<file path="src/rtl/cpu4_pkg.sv">
// Shared definitions for the 4-bit CPU slice: the program loader FSM state
// encoding, the nibble width, and the default address and instruction widths
// that the CPU, the program memory and the loader all agree on.
package cpu4_pkg;

  localparam int unsigned NIBBLE_W    = 4;
  localparam int unsigned ADDR_W_DEF  = 4;
  localparam int unsigned INSTR_W_DEF = 8;

  typedef enum logic [2:0] {
    IDLE,
    LOAD,
    CHK,
    DONE,
    ERR
  } loader_state_t;

endpackage

</file>
<file path="src/rtl/nibble_packer.sv">
// Packs a stream of 4-bit nibbles MSB-first into INSTR_W-bit words.
// Ports:
//   clk, reset     : clock and synchronous active-high reset
//   clear          : synchronous clear of the partial word and nibble count
//   shift          : a nibble is accepted this cycle
//   nibble         : the accepted nibble
//   word_next      : the packing register with nibble shifted in (valid when shift)
//   complete       : this shift fills the final nibble slot of the word
module nibble_packer
  import cpu4_pkg::*;
#(
  parameter int unsigned INSTR_W = INSTR_W_DEF
) (
  input  logic                clk,
  input  logic                reset,
  input  logic                clear,
  input  logic                shift,
  input  logic [NIBBLE_W-1:0] nibble,
  output logic [INSTR_W-1:0]  word_next,
  output logic                complete
);

  localparam int unsigned NPW   = INSTR_W / NIBBLE_W;
  localparam int unsigned CNT_W = (NPW > 1) ? $clog2(NPW) : 1;

  logic [INSTR_W-1:0] shreg;
  logic [CNT_W-1:0]   count;

  // After NPW shifts, the first nibble has reached the top slot.
  always_comb begin
    word_next = {shreg[INSTR_W-NIBBLE_W-1:0], nibble};
    complete  = shift && (count == CNT_W'(NPW - 1));
  end

  always_ff @(posedge clk) begin
    if (reset || clear) begin
      shreg <= '0;
      count <= '0;
    end else if (shift) begin
      shreg <= word_next;
      count <= complete ? '0 : count + 1'b1;
    end
  end

endmodule

</file>
<file path="src/rtl/prog_loader.sv">
// Writer side of the 4-bit CPU's program memory. Accepts a nibble stream over
// valid/ready, packs nibbles into instruction words, writes them sequentially
// from address 0, verifies a trailing XOR checksum nibble and then releases
// the CPU from reset.
// Ports:
//   clk, reset           : clock and synchronous active-high reset
//   start                : one-cycle pulse beginning a load (IDLE/DONE/ERR only)
//   in_data/in_valid/in_ready/in_last : nibble stream handshake
//   mem_we/mem_addr/mem_wdata         : program memory write port
//   cpu_reset            : high holds the CPU in reset
//   busy/done/error      : load status; done and error are sticky
module prog_loader
  import cpu4_pkg::*;
#(
  parameter int unsigned INSTR_W = INSTR_W_DEF,
  parameter int unsigned ADDR_W  = ADDR_W_DEF,
  parameter int unsigned DEPTH   = 16
) (
  input  logic                clk,
  input  logic                reset,
  input  logic                start,
  input  logic [NIBBLE_W-1:0] in_data,
  input  logic                in_valid,
  input  logic                in_last,
  output logic                in_ready,
  output logic                mem_we,
  output logic [ADDR_W-1:0]   mem_addr,
  output logic [INSTR_W-1:0]  mem_wdata,
  output logic                cpu_reset,
  output logic                busy,
  output logic                done,
  output logic                error
);

  loader_state_t       state;
  logic [ADDR_W-1:0]   wr_addr;
  logic [NIBBLE_W-1:0] csum;
  logic                xfer;
  logic                load_xfer;
  logic                restart;
  logic                last_word;
  logic [INSTR_W-1:0]  word_next;
  logic                complete;

  always_comb begin
    xfer      = in_valid && in_ready;
    load_xfer = xfer && (state == LOAD);
    restart   = start && ((state == IDLE) || (state == DONE) || (state == ERR));
    last_word = (wr_addr == ADDR_W'(DEPTH - 1));
  end

  nibble_packer #(
    .INSTR_W (INSTR_W)
  ) u_packer (
    .clk       (clk),
    .reset     (reset),
    .clear     (restart),
    .shift     (load_xfer),
    .nibble    (in_data),
    .word_next (word_next),
    .complete  (complete)
  );

  // Outputs are registered alongside the state; each transition sets the
  // output values belonging to the state being entered.
  always_ff @(posedge clk) begin
    if (reset) begin
      state     <= IDLE;
      in_ready  <= 1'b0;
      mem_we    <= 1'b0;
      mem_addr  <= '0;
      mem_wdata <= '0;
      busy      <= 1'b0;
      done      <= 1'b0;
      error     <= 1'b0;
      cpu_reset <= 1'b1;
      wr_addr   <= '0;
      csum      <= '0;
    end else begin
      mem_we <= 1'b0;
      case (state)
        IDLE, DONE, ERR: begin
          if (start) begin
            state     <= LOAD;
            in_ready  <= 1'b1;
            busy      <= 1'b1;
            done      <= 1'b0;
            error     <= 1'b0;
            cpu_reset <= 1'b1;
            wr_addr   <= '0;
            csum      <= '0;
          end
        end
        LOAD: begin
          if (xfer) begin
            csum <= csum ^ in_data;
            if (complete) begin
              mem_we    <= 1'b1;
              mem_addr  <= wr_addr;
              mem_wdata <= word_next;
              wr_addr   <= wr_addr + 1'b1;
              // Leaving for CHK on the final word keeps wr_addr from wrapping.
              if (in_last || last_word) begin
                state <= CHK;
              end
            end else if (in_last) begin
              state    <= ERR;
              in_ready <= 1'b0;
              busy     <= 1'b0;
              error    <= 1'b1;
            end
          end
        end
        CHK: begin
          if (xfer) begin
            in_ready <= 1'b0;
            busy     <= 1'b0;
            if (in_data == csum) begin
              state     <= DONE;
              done      <= 1'b1;
              cpu_reset <= 1'b0;
            end else begin
              state <= ERR;
              error <= 1'b1;
            end
          end
        end
        default: state <= IDLE;
      endcase
    end
  end

endmodule

</file>
<file path="config.mk">
export PLATFORM = sky130hd
export DESIGN_NAME = prog_loader
export DESIGN_NICKNAME = d
export VERILOG_FILES = /design/src/rtl/cpu4_pkg.sv /design/src/rtl/nibble_packer.sv /design/src/rtl/prog_loader.sv
export SDC_FILE = /design/constraint.sdc
export NUM_CORES = 1
export LEC_CHECK = 0
export ABC_AREA = 1
export CAP_MARGIN = 20
export CORE_UTILIZATION = 51
export DETAILED_ROUTE_END_ITERATION = 16
export PLACE_DENSITY = 0.78
export SLEW_MARGIN = 20
export SYNTH_ARGS = -nofsm -noshare
export SYNTH_HDL_FRONTEND = slang
export SYNTH_SLANG_ARGS = --single-unit
</file>
<file path="constraint.sdc">
create_clock -name clk -period 1.7 [get_ports clk]
set_input_delay 0.34 -clock clk [delete_from_list [all_inputs] [get_ports clk]]
set_output_delay 0.34 -clock clk [all_outputs]
set_load 0.05 [all_outputs]
</file>
==> results.py <==
# Generated from Yosys and OpenROAD reports
metrics = {
    "status": {
        "status": "finished clean",
    },
    "placement": {
        "post-dp-hpwl_um": 2550,
        "dp.cells": 287,
        "post-place-ws_ps": -74.55,
    },
    "floorplan": {
        "die_area_sq_um": 3218,
        "nWellTaps": 31,
        "rows": 19,
        "io-pin-count": 27,
    },
    "pwr": {
        "pwr-share-clk_pct": 22.9,
        "pg_comb_mw": 1.14,
        "p_switching_mw": 1.101,
        "peakVddDrop_v": 0.0007377,
    },
    "global_route": {
        "grtUsageMet3_pct": 6.221,
        "grtUsageMet2_pct": 38.44,
        "grt_max_degree": 12,
    },
    "critical_path": {
        "path_cells": "clkdlybuf4s50_1, nand2_1, inv_1, nand2_2, nor2_4, nand2_1, o21ai_0",
    },
    "synthesis": {
        "synthesis.nets": 228,
        "edf_count": 0,
        "syn_inst": 218,
        "area_leaders": "dfxtp_1, nand2_1, nor2_1",
        "top_cell_area_share_pct": 43.24,
        "synth.largest_area_cell": "dfxtp_1",
        "syn_area_per_cell_sq_um": 7.008,
        "yosysCellCount": 218,
    },
    "drt": {
        "dr.first_iter.drc_count": 82,
        "dr.pass1.iters": 4,
        "drcViolationCount": 0,
        "wl_per_cell_um": 11.38,
        "wl_met3_um": 122,
        "postRouteAntennaNets": 0,
    },
    "finish": {
        "area_growth_pct": 29.57,
        "clk_share_pct": 4.298,
        "nClkBuffers": 7,
        "final_cell_mix": "nand2_1, buf_4, dfxtp_1",
        "fin_cells": 295,
        "logic_area_sq_um": 738.2,
        "final_nets": 273,
        "largest_cell_class": "combinational gates",
        "inverters": 27,
        "fin_area_sq_um": 1979,
    },
    "final_timing": {
        "fmax_mhz": 694.9,
        "hold_viol": 0,
        "rsz0062_at_grt": "no",
        "setup_violations": 0,
        "slew-limit-headroom_pct": 80.15,
        "worstMarginPinSlew_ps": 297.0,
    },
    "cts": {
        "root_buffer": "clkbuf_4",
        "clk_pin_slew_worst_paths_ps": 90,
        "post_cts_resized": 0,
    },
}
==> cell families after synthesis <==
logic type | count (synthesis) | share of synthesized area, %
buffers and inverters | 32 | 8.435
flip-flops | 33 | 43.24
XOR/XNOR | 1 | 0.5734
AND-OR/OR-AND | 36 | 13.19
AND/OR/NAND/NOR | 115 | 33.74
adder cells (fa/ha/maj) | 1 | 0.8189
==> path summary, 6_finish.rpt <==
check / depth (start not counted) / endpoint / startpoint / slack [ps]
worst max register to register: 9 / state[1] / state[1] / 260
worst max-delay path: 7 / mem_wdata[1] / in_valid / 260
worst min register to register: 2 / error / error / 460
worst min-delay path: 2 / error / error / 460
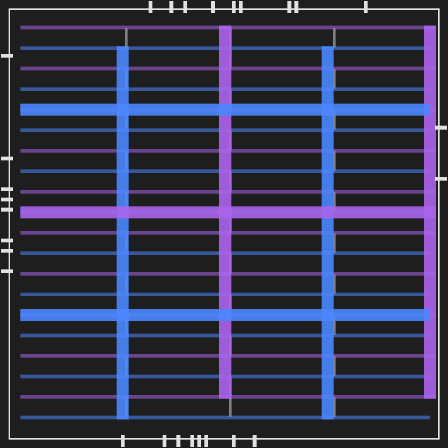
*Power grid*
Pins as bars on the die edge. Tap cells in gray.
Key: blue = VSS; purple = VDD
3 straps on met5. 27 signal pins sit on the boundary. The core has 19 rows. 31 tap cells.

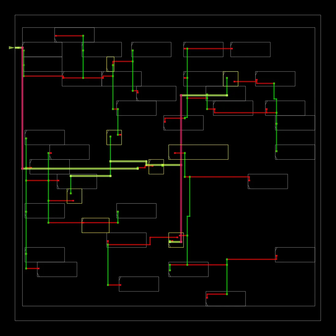
*The clock network*
flop count: 33
CTS sink cnt: 33
clock group power: 619 uW
insertion delay of the later-clocked pin in the worst-skew pair: 340 ps
CTS Buf Count: 5

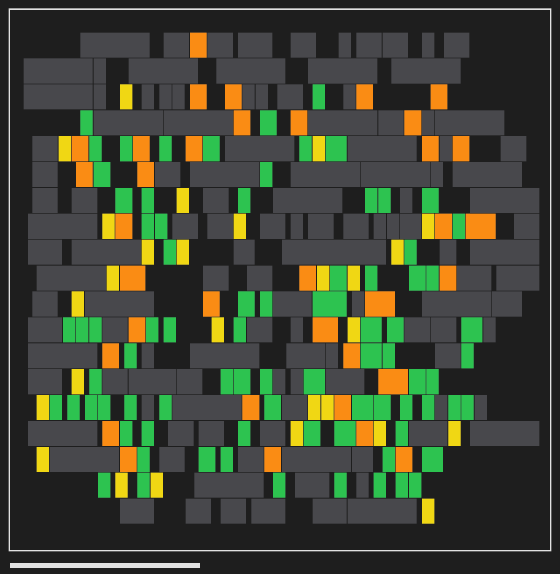
*Gate families picked out*
Bar = 20 um.
Key: green = NAND gates [cells 80]; yellow = inverters [cells 27]; orange = inverting AOI/OAI gates [cells 35, where widely spread]

Power is estimated from default activity; no workload was simulated.
